**Run 1: met1 routing**

Scale: 8 px per µm. Supply wires on this layer in gray.
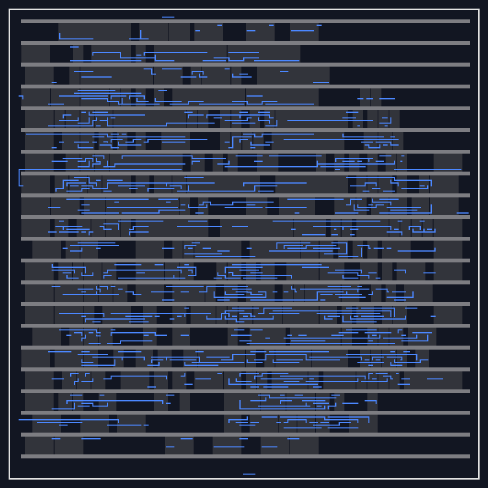
**Run 1: metal 2**

Scale: 8 px per µm.
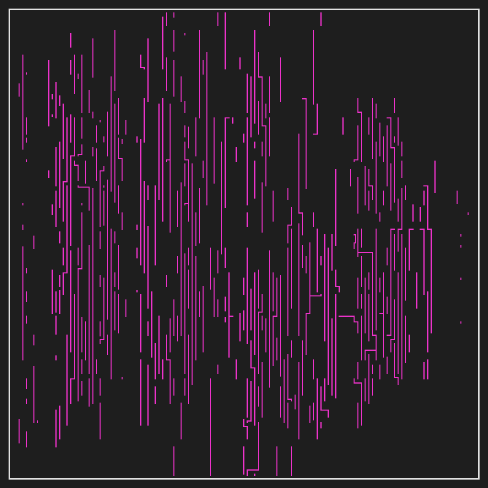
**Run 1: M3 wires**

Scale: 10 px per µm.
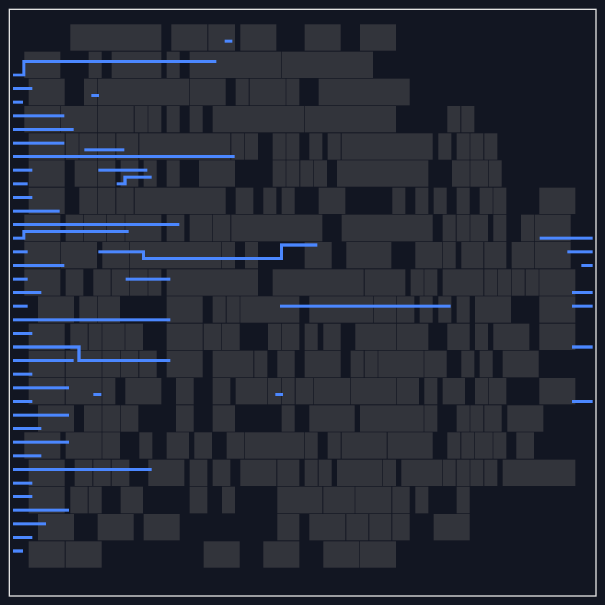
**Run 1: routing congestion**

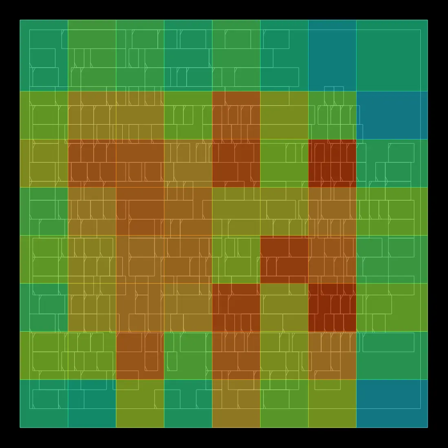
`src/rtl/vc_pkg.sv`:
```
// Shared width helpers and the credit-event encoding for the VC round-robin
// credit arbiter.
package vc_pkg;

  function automatic int src_w(input int n);
    return (n > 1) ? $clog2(n) : 1;
  endfunction

  function automatic int cnt_w(input int c);
    return $clog2(c + 1);
  endfunction

  // {send, credit_return} observed in one cycle
  typedef enum logic [1:0] {
    CR_IDLE   = 2'b00,
    CR_RETURN = 2'b01,
    CR_SEND   = 2'b10,
    CR_BOTH   = 2'b11
  } credit_ev_e;

endpackage

```
`src/rtl/rr_arbiter.sv`:
```
// Combinational round-robin arbiter: grants the first asserted request found
// when searching from ptr upward with wrap-around; no grant when en is low.
module rr_arbiter
  import vc_pkg::*;
#(
  parameter int N     = 4,
  parameter int SRC_W = src_w(N)
) (
  input  logic [N-1:0]     req,
  input  logic [SRC_W-1:0] ptr,
  input  logic             en,
  output logic [N-1:0]     gnt,
  output logic [SRC_W-1:0] gnt_idx
);

  always_comb begin : arb_search
    logic             found;
    logic [SRC_W-1:0] idx;
    gnt     = '0;
    gnt_idx = '0;
    found   = 1'b0;
    idx     = '0;
    // NOTE: blocking assignments here are deliberate; found must update
    // within the loop so later iterations see an earlier hit.
    for (int k = 0; k < N; k++) begin
      idx = SRC_W'((int'(ptr) + k) % N);
      if (en && !found && req[idx]) begin
        found    = 1'b1;
        gnt[idx] = 1'b1;
        gnt_idx  = idx;
      end
    end
  end

endmodule

```
`src/rtl/vc_rr_credit_arbiter.sv`:
```
// Shares one valid/credit link among N_REQ valid/ready requesters using a
// round-robin grant gated by a local mirror of the receiver's free slots.
module vc_rr_credit_arbiter
  import vc_pkg::*;
#(
  parameter int  DATA_WIDTH = 8,
  parameter int  CREDIT_NUM = 2,
  parameter int  N_REQ      = 4,
  localparam int SRC_W      = src_w(N_REQ)
) (
  input  logic                          clk,
  input  logic                          rst_n,
  input  logic [N_REQ*DATA_WIDTH-1:0]   s_data_i,
  input  logic [N_REQ-1:0]              s_valid_i,
  output logic [N_REQ-1:0]              s_ready_o,
  output logic [DATA_WIDTH-1:0]         m_data_o,
  output logic                          m_valid_o,
  input  logic                          m_credit_i,
  output logic [SRC_W-1:0]              m_src_o,
  output logic                          credit_err_o
);

  localparam int               CNT_W   = cnt_w(CREDIT_NUM);
  localparam logic [CNT_W-1:0] CNT_MAX = CNT_W'(CREDIT_NUM);

  logic [CNT_W-1:0]      r_credit_cnt;
  logic [CNT_W-1:0]      w_cnt_nxt;
  logic [SRC_W-1:0]      r_rr_ptr;
  logic [SRC_W-1:0]      w_ptr_nxt;
  logic [SRC_W-1:0]      w_gnt_idx;
  logic [N_REQ-1:0]      w_gnt;
  logic                  w_can_send;
  logic                  w_send;
  logic                  w_err_set;
  logic [DATA_WIDTH-1:0] w_gnt_data;
  credit_ev_e            w_ev;

  logic                  r_m_valid;
  logic [DATA_WIDTH-1:0] r_m_data;
  logic [SRC_W-1:0]      r_m_src;
  logic                  r_credit_err;

  // A credit returned this cycle only becomes usable next cycle.
  assign w_can_send = (r_credit_cnt != '0);

  rr_arbiter #(
    .N     (N_REQ),
    .SRC_W (SRC_W)
  ) u_arb (
    .req     (s_valid_i),
    .ptr     (r_rr_ptr),
    .en      (w_can_send),
    .gnt     (w_gnt),
    .gnt_idx (w_gnt_idx)
  );

  assign w_send     = |w_gnt;
  assign s_ready_o  = w_gnt;
  assign w_gnt_data = s_data_i[int'(w_gnt_idx)*DATA_WIDTH +: DATA_WIDTH];
  assign w_ptr_nxt  = (w_gnt_idx == SRC_W'(N_REQ - 1)) ? '0 : w_gnt_idx + SRC_W'(1);
  assign w_ev       = credit_ev_e'({w_send, m_credit_i});

  always_comb begin
    // NOTE: every output gets a default first so no path leaves it unassigned
    // and no latch is inferred.
    w_cnt_nxt = r_credit_cnt;
    w_err_set = 1'b0;
    case (w_ev)
      CR_SEND:   w_cnt_nxt = r_credit_cnt - CNT_W'(1);
      CR_RETURN: begin
        if (r_credit_cnt == CNT_MAX) w_err_set = 1'b1;
        else                         w_cnt_nxt = r_credit_cnt + CNT_W'(1);
      end
      default:   w_cnt_nxt = r_credit_cnt;
    endcase
  end

  always_ff @(posedge clk or negedge rst_n) begin
    if (!rst_n) begin
      r_credit_cnt <= '0;
      r_rr_ptr     <= '0;
      r_m_valid    <= 1'b0;
      // NOTE: the link data/source registers are reset too, so the link
      // never shows X before the first flit.
      r_m_data     <= '0;
      r_m_src      <= '0;
      r_credit_err <= 1'b0;
    end else begin
      // NOTE: non-blocking assignments keep every register sampling
      // pre-edge values regardless of statement order.
      r_credit_cnt <= w_cnt_nxt;
      r_m_valid    <= w_send;
      if (w_send) begin
        r_m_data <= w_gnt_data;
        r_m_src  <= w_gnt_idx;
        r_rr_ptr <= w_ptr_nxt;
      end
      if (w_err_set) r_credit_err <= 1'b1;
    end
  end

  assign m_valid_o    = r_m_valid;
  assign m_data_o     = r_m_data;
  assign m_src_o      = r_m_src;
  assign credit_err_o = r_credit_err;

  a_cnt_bound: assert property (@(posedge clk) disable iff (!rst_n)
    r_credit_cnt <= CNT_MAX);
  a_ready_onehot: assert property (@(posedge clk) disable iff (!rst_n)
    $onehot0(s_ready_o));

endmodule
```
`config.mk`:
```
export PLATFORM = sky130hd
export DESIGN_NAME = vc_rr_credit_arbiter
export DESIGN_NICKNAME = d
export VERILOG_FILES = /design/src/rtl/vc_pkg.sv /design/src/rtl/rr_arbiter.sv /design/src/rtl/vc_rr_credit_arbiter.sv
export SDC_FILE = /design/constraint.sdc
export NUM_CORES = 1
export LEC_CHECK = 0
export ABC_AREA = 1
export CAP_MARGIN = 20
export CORE_UTILIZATION = 49
export CTS_CLUSTER_SIZE = 30
export DETAILED_ROUTE_END_ITERATION = 8
export PLACE_DENSITY = 0.93
export SKIP_LAST_GASP = 1
export SYNTH_ARGS = -nofsm -noshare
export SYNTH_HDL_FRONTEND = slang
export SYNTH_SLANG_ARGS = --single-unit
```
`constraint.sdc`:
```
create_clock -name clk -period 4.1 [get_ports clk]
set_clock_uncertainty 0.2 [all_clocks]
set_input_delay 0.41 -clock clk [delete_from_list [all_inputs] [get_ports clk]]
set_output_delay 0.41 -clock clk [all_outputs]
set_load 0.005 [all_outputs]
```
==> changes_impl.md, run 1 <==
## Flow update

- Net switching power: 0.001178 W
- Multi-input combinational area share: 48.28%
- Pint: 0.0009385 W
- CTS max path bufs: 2
- Slew headroom: 54.71%
- CP arrival: 2.87 ns
- Number of remaining DRC errors: 0
- Max reg flops: 8
- H-tree levels: 1
- Area share, top type: 25.58%
- CTS sink count: 16
- Worst-margin pin slew: 0.6773 ns
- Top Ports: 55
- Max FO, Critical Path: 8
- Combinational cell power: 0.00168 W
- Crit path time final: 3.483 ns
- Critical path capture point type: output port
- Port Buffer Count: 54
- Seq pwr: 0.000327 W
- CTS clk-pin slew, worst paths: 0.09 ns
- Antenna violations before repair: 0
- Sequential power share: 15.5%
- NumNets Final: 319
- M2 GR Usage: 44.17%
- Die X: 58.52 µm
- Log Warnings: 33
- Layout cell share with drive strength beyond 1: 16.61%
- Largest net degree at the start of global routing: 19
- Row cnt: 20
- Post-synthesis cell area: 0.001565 mm²
- Detailed router's first-iteration violation count: 74
- Switch share: 55.66%
- Fill cell count: 260
- Main power group: combinational cells
- Setup TNS Final: 0 ns
- Synth cell count leaders: 66 x nand2_1, 51 x nand3_1, 16 x dfrtp_1
- Leakage Power: 1.022 nW
- Clk. pwr: 0.000106 W
- Syn avg cell area: 7.147 µm²
- Total of max-cap violations: 0
- Number of CTS-inserted buffers: 3
- Seq share, synth: 25.58%
- First-pass GRT wire length: 6479 µm
- Ys async rst share: 100.0%
- Total die size: 0.003425 mm²
- Tapcell Cnt: 44
- Post-synth top area cell: dfrtp_1
- Routed vias/inst: 5.213
- Core Util at FP: 51.27%
- Yosys stat chip area: 0.001565 mm²
- Placer Congestion: 0.9264
- Placed Area: 0.002105 mm²
- Diodes inserted: 0
- Signal buffers: 54
- Combinational fraction of design power: 79.5%
- FF+latch count, synth: 16
- Startpoint Class: flop
- Core Area: 0.003053 mm²
- Pwr dens: 988.6 mW/mm²
- Area Growth Syn to Fin: 36.77%
- Unrepaired setup endpoints after global routing: no
- Outcome: finished, final reports clean
- Area-dominant class: multi-input combinational cells
- MI comb cells: 179
- Post-route cell area: 0.002141 mm²
- CP cell instances: inv_1 -> ha_1 -> inv_1 -> nand3_2 -> nand2_4 -> nand3_4 -> nor2_2 -> nand2_1 -> nand3_2 -> clkdlybuf4s50_1
- Final hold vios: 0
- Clock share of power: 5.0%
- Total GRT Usage: 24.47%
- CP delay by family, top: buffers and inverters
- First-pass iteration count of the detailed router: 4
- Most frequent cell after synthesis: nand2_1
- Post-synthesis cell count: 219
- Post-CTS Setup Inserts: 0
- Crit path DRT: 3.49 ns
- Layout non-clock buf frac: 25.25%
- CP Class: reg -> out
- Synth Net Count: 266
- Fmax: 0.2871 GHz
- Slowest cell on the critical path: dfrtp_1
## Picture notes: 'met1 routing'
nets with wire on the layer: 252
share of all routed wire: 42%
main direction: horizontal
wire length on this layer: 1560 µm

## Picture notes: 'metal 2'
nets with wire on the layer: 261
share of all routed wire: 49%

## Picture notes: 'M3 wires'
main direction: horizontal
nets with wire on the layer: 50
share of all routed wire: 7.3%

## Picture notes: 'routing congestion'
met3 Use GR: 6.374%
routed length per placed instance: 11.81 µm

-- run 1: path summary, 6_finish.rpt --
path                       slack (ns)   startpoint  depth (start not counted)      endpoint
min reg2reg                      0.29  m_data_o[1]                          2   m_data_o[1]
min in group asynchronous        0.32        rst_n                          1   m_data_o[5]
max in group asynchronous        2.96        rst_n                          1  credit_err_o
max                              0.62  r_rr_ptr[1]                         10  s_ready_o[2]
max reg2reg                      0.98  r_rr_ptr[1]                         15   m_data_o[1]
min                              0.29  m_data_o[1]                          2   m_data_o[1]
-- run 1: cell usage in the layout (no fill, tap or decap), types with 2 or more instances in the layout --
master,n
clkdlybuf4s50_1,54
nand3_2,8
inv_2,3
o21ai_2,2
inv_1,13
dfrtp_1,16
nor2_4,2
nand3_4,2
nand2_4,3
nand3_1,51
clkbuf_4,3
nand4_1,4
ha_1,8
nand2_1,66
nand2_2,15
nor2_1,9
-- run 1: kinds of logic after synthesis --
group                      count (synthesis)  synth area share, %
buffers and inverters                     24                8.394
and+or+nand+nor                          163                54.84
DFF                                       16                25.58
AOI/OAI and AO/OA                          8                4.797
adders and majority gates                  8                6.395
-- run 1: metal layers --
layer,vias up,part of all wire [%]
met5,-,0
met3,6,7.3
met2,58,49
met1,757,42
met4,0,1.6
li1,821,-
-- run 1: through the flow --
step,setup WS [ns],total power (W),hold WS [ns],instances,utilization (%)
floorplan,1.578,0.001633,-0.08559,219,-
global placement,1.097,0.001975,0.2611,311,68.93
detailed placement,0.9800,0.002017,0.2671,311,68.93
CTS,0.6474,0.002125,0.2955,315,70.12
global route,0.4472,0.002350,0.3080,315,70.12
finish,0.6166,0.002116,0.2946,315,70.12
==> run 1 -> run 2 <==
Settings changed: CORE_UTILIZATION 49 to 41, PLACE_DENSITY 0.93 to 0.84.
Clock period 4.1 ns to 2.9 ns, I/O delays scaled along.
==> changes_impl.md, run 2 <==
## Flow update

- Synth Net Count: 266
- Core Util at FP: 42.75%
- Setup TNS Final: 0 ns
- Final hold vios: 0
- CP cell instances: clkinv_4 -> ha_4 -> inv_2 -> nand3_4 -> nand2_4 -> nand3_4 -> nor2_4 -> nand2_1 -> nand3_2 -> clkdlybuf4s50_1
- M2 GR Usage: 36.04%
- RR Endpoint: m_data_o[4]
- Seq share, synth: 25.58%
- NumNets Final: 327
- Leakage Power: 1.084 nW
- Total of max-cap violations: 0
- Unrepaired setup endpoints after global routing: no
- R2R depth: 13
- R2R Setup Slk: 0.34 ns
- Row cnt: 22
- Routed vias/inst: 5.080
- CTS clk-pin slew, worst paths: 0.06 ns
- Area Growth Syn to Fin: 44.04%
- Slowest cell on the critical path: clkdlybuf4s50_1
- Critical path capture point type: output port
- Outcome: finished, final reports clean
- Layout cell share with drive strength beyond 1: 19.71%
- Total die size: 0.004069 mm²
- Crit path time final: 2.787 ns
- Synth cell count leaders: 66 x nand2_1, 51 x nand3_1, 16 x dfrtp_1
- Worst-margin pin slew: 0.6960 ns
- Reg2reg start: r_rr_ptr[0]
- Detailed router's first-iteration violation count: 96
- Top cells excl fill/tap: 66 x nand2_1, 53 x clkdlybuf4s50_1, 51 x nand3_1
- WL met3: 286 µm
- CP delay by family, top: buffers and inverters
- Placer Congestion: 0.9372
- Design Power: 0.003171 W
- Post-synthesis cell count: 219
- Syn avg cell area: 7.147 µm²
## run 2: cell counts after synthesis
No cell type changed its count.
## run 2: cell type report
type                            count  share of cell area, %
Clock buffer                        4                  2.442
Inverter                           18                  3.441
Multi-Input combinational cell    179                  46.95
Sequential cell                    16                  17.76
Tap cell                           48                  2.664
Timing Repair Buffer               62                  26.75
## run 2: metrics by stage
| step | std cells | worst slack (ns) | utilization (%) |
|---|---|---|---|
| final | 327 | 0.1130 | 61.59 |
| after global routing | 327 | 0.01638 | 61.59 |
| after CTS | 323 | 0.02079 | 60.08 |
| after detailed placement | 319 | 0.1813 | 58.44 |
| after global placement | 319 | 0.2777 | 58.44 |
| after floorplan | 219 | 0.3780 | - |
## run 2: logic make-up (layout without fill, tap and decap cells)
family          after synthesis  count (layout)  synth area share, %
buf+inv                      24              84                8.394
compound gates                8               8                4.797
simple gates                163             163                54.84
flops                        16              16                25.58
fa+ha+maj                     8               8                6.395
## run 2: where the power goes
part | internal, W | switching (W) | leakage [nW]
combinational | 0.000968 | 0.00158 | 0.864
clock | 0.000120 | 0.0000726 | 0.0288
sequential | 0.000363 | 0.0000636 | 0.191
## run 2: how the worst max path moves through the flow
stage / start / end / slack, ns / depth (start not counted)
final: r_rr_ptr[0] / s_ready_o[3] / 0.11 / 10
after global routing: r_rr_ptr[0] / s_ready_o[2] / 0.02 / 10
after CTS: r_rr_ptr[0] / s_ready_o[1] / 0.02 / 10
after detailed placement: r_rr_ptr[0] / credit_err_o / 0.18 / 14
after global placement: r_rr_ptr[0] / s_ready_o[1] / 0.28 / 10
after floorplan: r_rr_ptr[0] / m_data_o[5] / 0.38 / 16
## run 2: repair_timing
action,4_1_cts,5_1_grt
resized,2,5
hold buffers,0,0
cloned,0,0
endpoints found under the setup margin,4,4
buffers inserted,0,4
pin swaps,0,1
**Run 2: routed clock nets over the placement**

Scale: 4 px per µm.
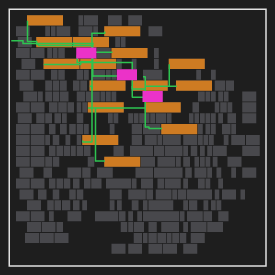
[cells driving clock nets] magenta | count: 3
[flip-flops] orange | count: 16
[clock wires] green | length: 207 µm
routed clock nets: 4

**Run 2: routing congestion**

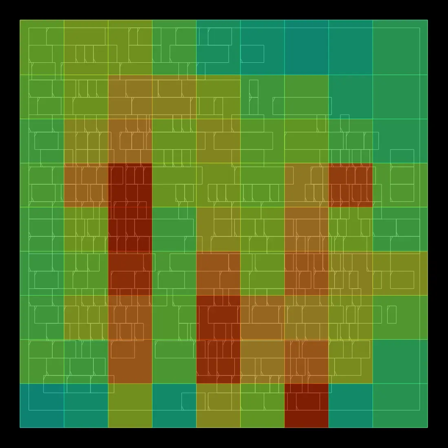
met3 Use GR: 4.643%
routed length per placed instance: 12.24 µm
Core Util, Final: 61.59%

**Run 2: metal 2**

Scale: 8 px per µm.
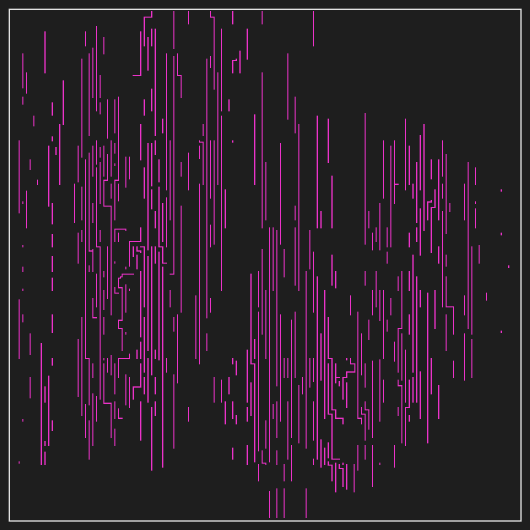
nets with wire on the layer: 258
main direction: vertical
share of all routed wire: 49%
longest straight run: 32.3 µm

**Run 2: M3 wires**

Scale: 10 px per µm.
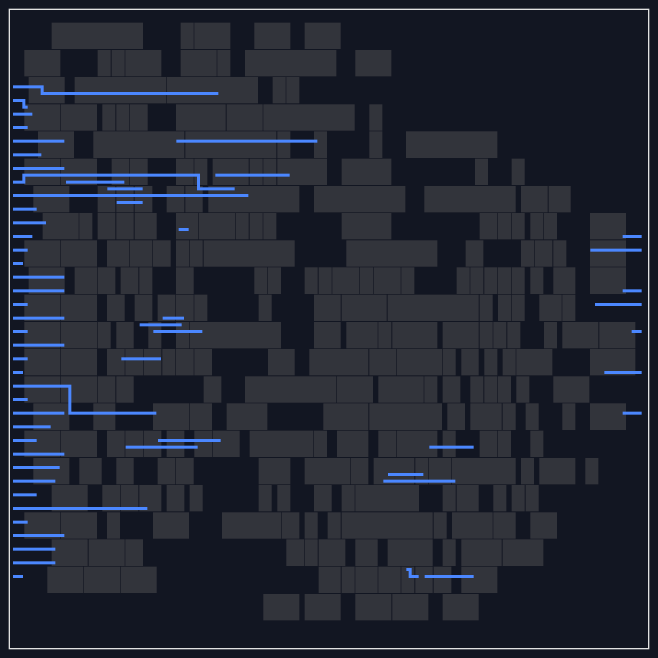

==> run 2 -> run 3 <==
Settings changed: CORE_UTILIZATION 41 to 45, PLACE_DENSITY 0.84 to 0.87.
Clock period 2.9 ns to 3.2 ns, I/O delays scaled along.
**Run 3: M3 wires**

Scale: 10 px per µm.
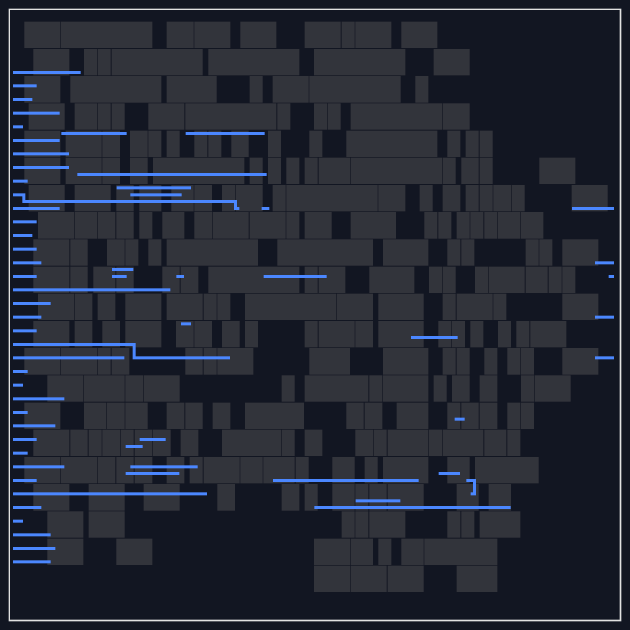
share of all routed wire: 7.9%
wire length on this layer: 307 µm

**Run 3: metal 2**

Scale: 8 px per µm.
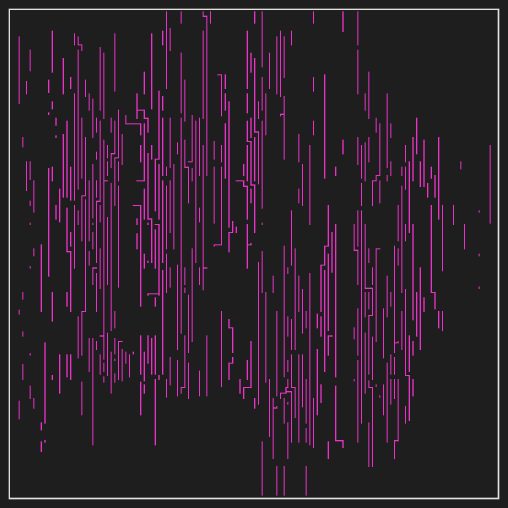
nets with wire on the layer: 256
longest straight run: 27.4 µm
wire length on this layer: 1900 µm
share of all routed wire: 49%
main direction: vertical

==> changes_impl.md, run 3 <==
## Flow update

- Outcome: finished, final reports clean
- Number of remaining DRC errors: 0
- First-pass iteration count of the detailed router: 4
- Area share, top type: 25.58%
- R2R Setup Slk: 0.39 ns
- Switch share: 55.63%
- Synth Net Count: 266
- Final setup margin: 0.1660 ns
- Hold-fix buffers, CTS: 0
- Port Buffer Count: 54
- Post-synthesis cell count: 219
- Ys async rst share: 100.0%
- Clk. pwr: 0.000132 W
- Die X: 60.98 µm
- Total die size: 0.003718 mm²
- NumNets Final: 320
- Crit path DRT: 2.68 ns
- Top cells excl fill/tap: 66 x nand2_1, 54 x clkdlybuf4s50_1, 51 x nand3_1
- Unrepaired setup endpoints after global routing: no
- Placer Congestion: 0.9390
- Combinational fraction of design power: 80.5%
- Antenna violations before repair: 0
- Synth cell count leaders: 66 x nand2_1, 51 x nand3_1, 16 x dfrtp_1
- Setup TNS Final: 0 ns
- Core Area: 0.003337 mm²
- Hold Worst Slack: 0.2377 ns
- CTS max path bufs: 2
- CTS clk-pin slew, worst paths: 0.09 ns
- H-tree levels: 1
- Post-route cell area: 0.002157 mm²
- FF+latch count, synth: 16
- R2R depth: 15
- Clock share of power: 4.8%
- CP startpoint: r_rr_ptr[1]
- Non-filler cells in the finished layout: 318
**Run 3: met1 routing**

Scale: 8 px per µm. Supply wires on this layer in gray.
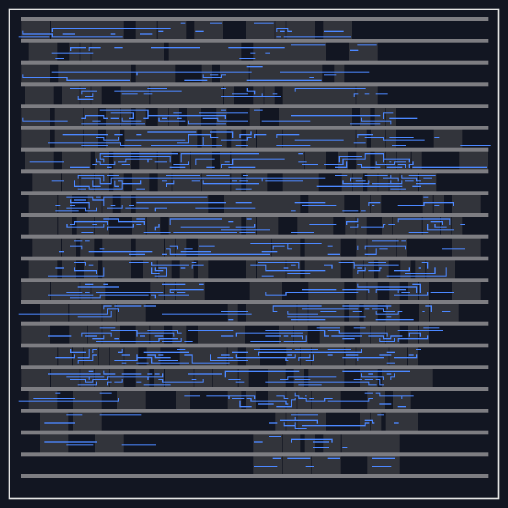
wire length on this layer: 1600 µm
nets with wire on the layer: 266
longest straight run: 26.7 µm
main direction: horizontal
share of all routed wire: 41%

[run 3: worst max path at each step]
stage                         to
CTS                 s_ready_o[3]
floorplan            m_data_o[5]
detailed placement  s_ready_o[3]
finish              s_ready_o[3]
global route        s_ready_o[3]
global placement    s_ready_o[2]
[run 3: cell families (layout without fill, tap and decap cells)]
| logic type | Yosys count | count (layout) | synth area share (%) |
|---|---|---|---|
| buffers and inverters | 24 | 77 | 8.394 |
| DFF | 16 | 16 | 25.58 |
| adders and majority gates | 8 | 8 | 6.395 |
| AOI/OAI and AO/OA | 8 | 8 | 4.797 |
| and+or+nand+nor | 163 | 163 | 54.84 |
[run 3: routing by layer]
metal	wire, µm	GRT usage, %
met5	0	0
met4	61	7.468
met3	307	7.036
met2	1899	40.35
met1	1603	24.90
[run 3: what timing repair did]
item | CTS | global route
pin swaps | 0 | 0
endpoints found under the setup margin | 4 | 4
gates resized | 2 | 2
[run 3: final cells by class]
class,instances,area [µm²],share of cell area (%)
Multi-Input combinational cell,179,1039,48.14
Timing Repair Buffer,55,548.0,25.41
Sequential cell,16,401.6,18.62
Inverter,18,75.07,3.480
Tap cell,46,57.56,2.668
Clock buffer,4,36.28,1.682
[run 3: worst max-delay path, stage by stage (launching register included)]
cell             delay [ns]
dfrtp_2                0.47
inv_2                  0.15
ha_1                   0.29
inv_2                  0.13
nand3_2                0.13
nand2_4                0.11
nand3_4                0.10
inv_4                  0.12
nand3_1                0.10
nand3_2                0.11
clkdlybuf4s50_1        0.51
[run 3: through the flow]
stage | total power [W] | utilization (%)
finish | 0.002738 | 64.64
global route | 0.003041 | 64.64
CTS | 0.002739 | 64.49
detailed placement | 0.002597 | 63.37
global placement | 0.002537 | 63.37
floorplan | 0.002093 | -
Power is estimated from default activity; no workload was simulated.
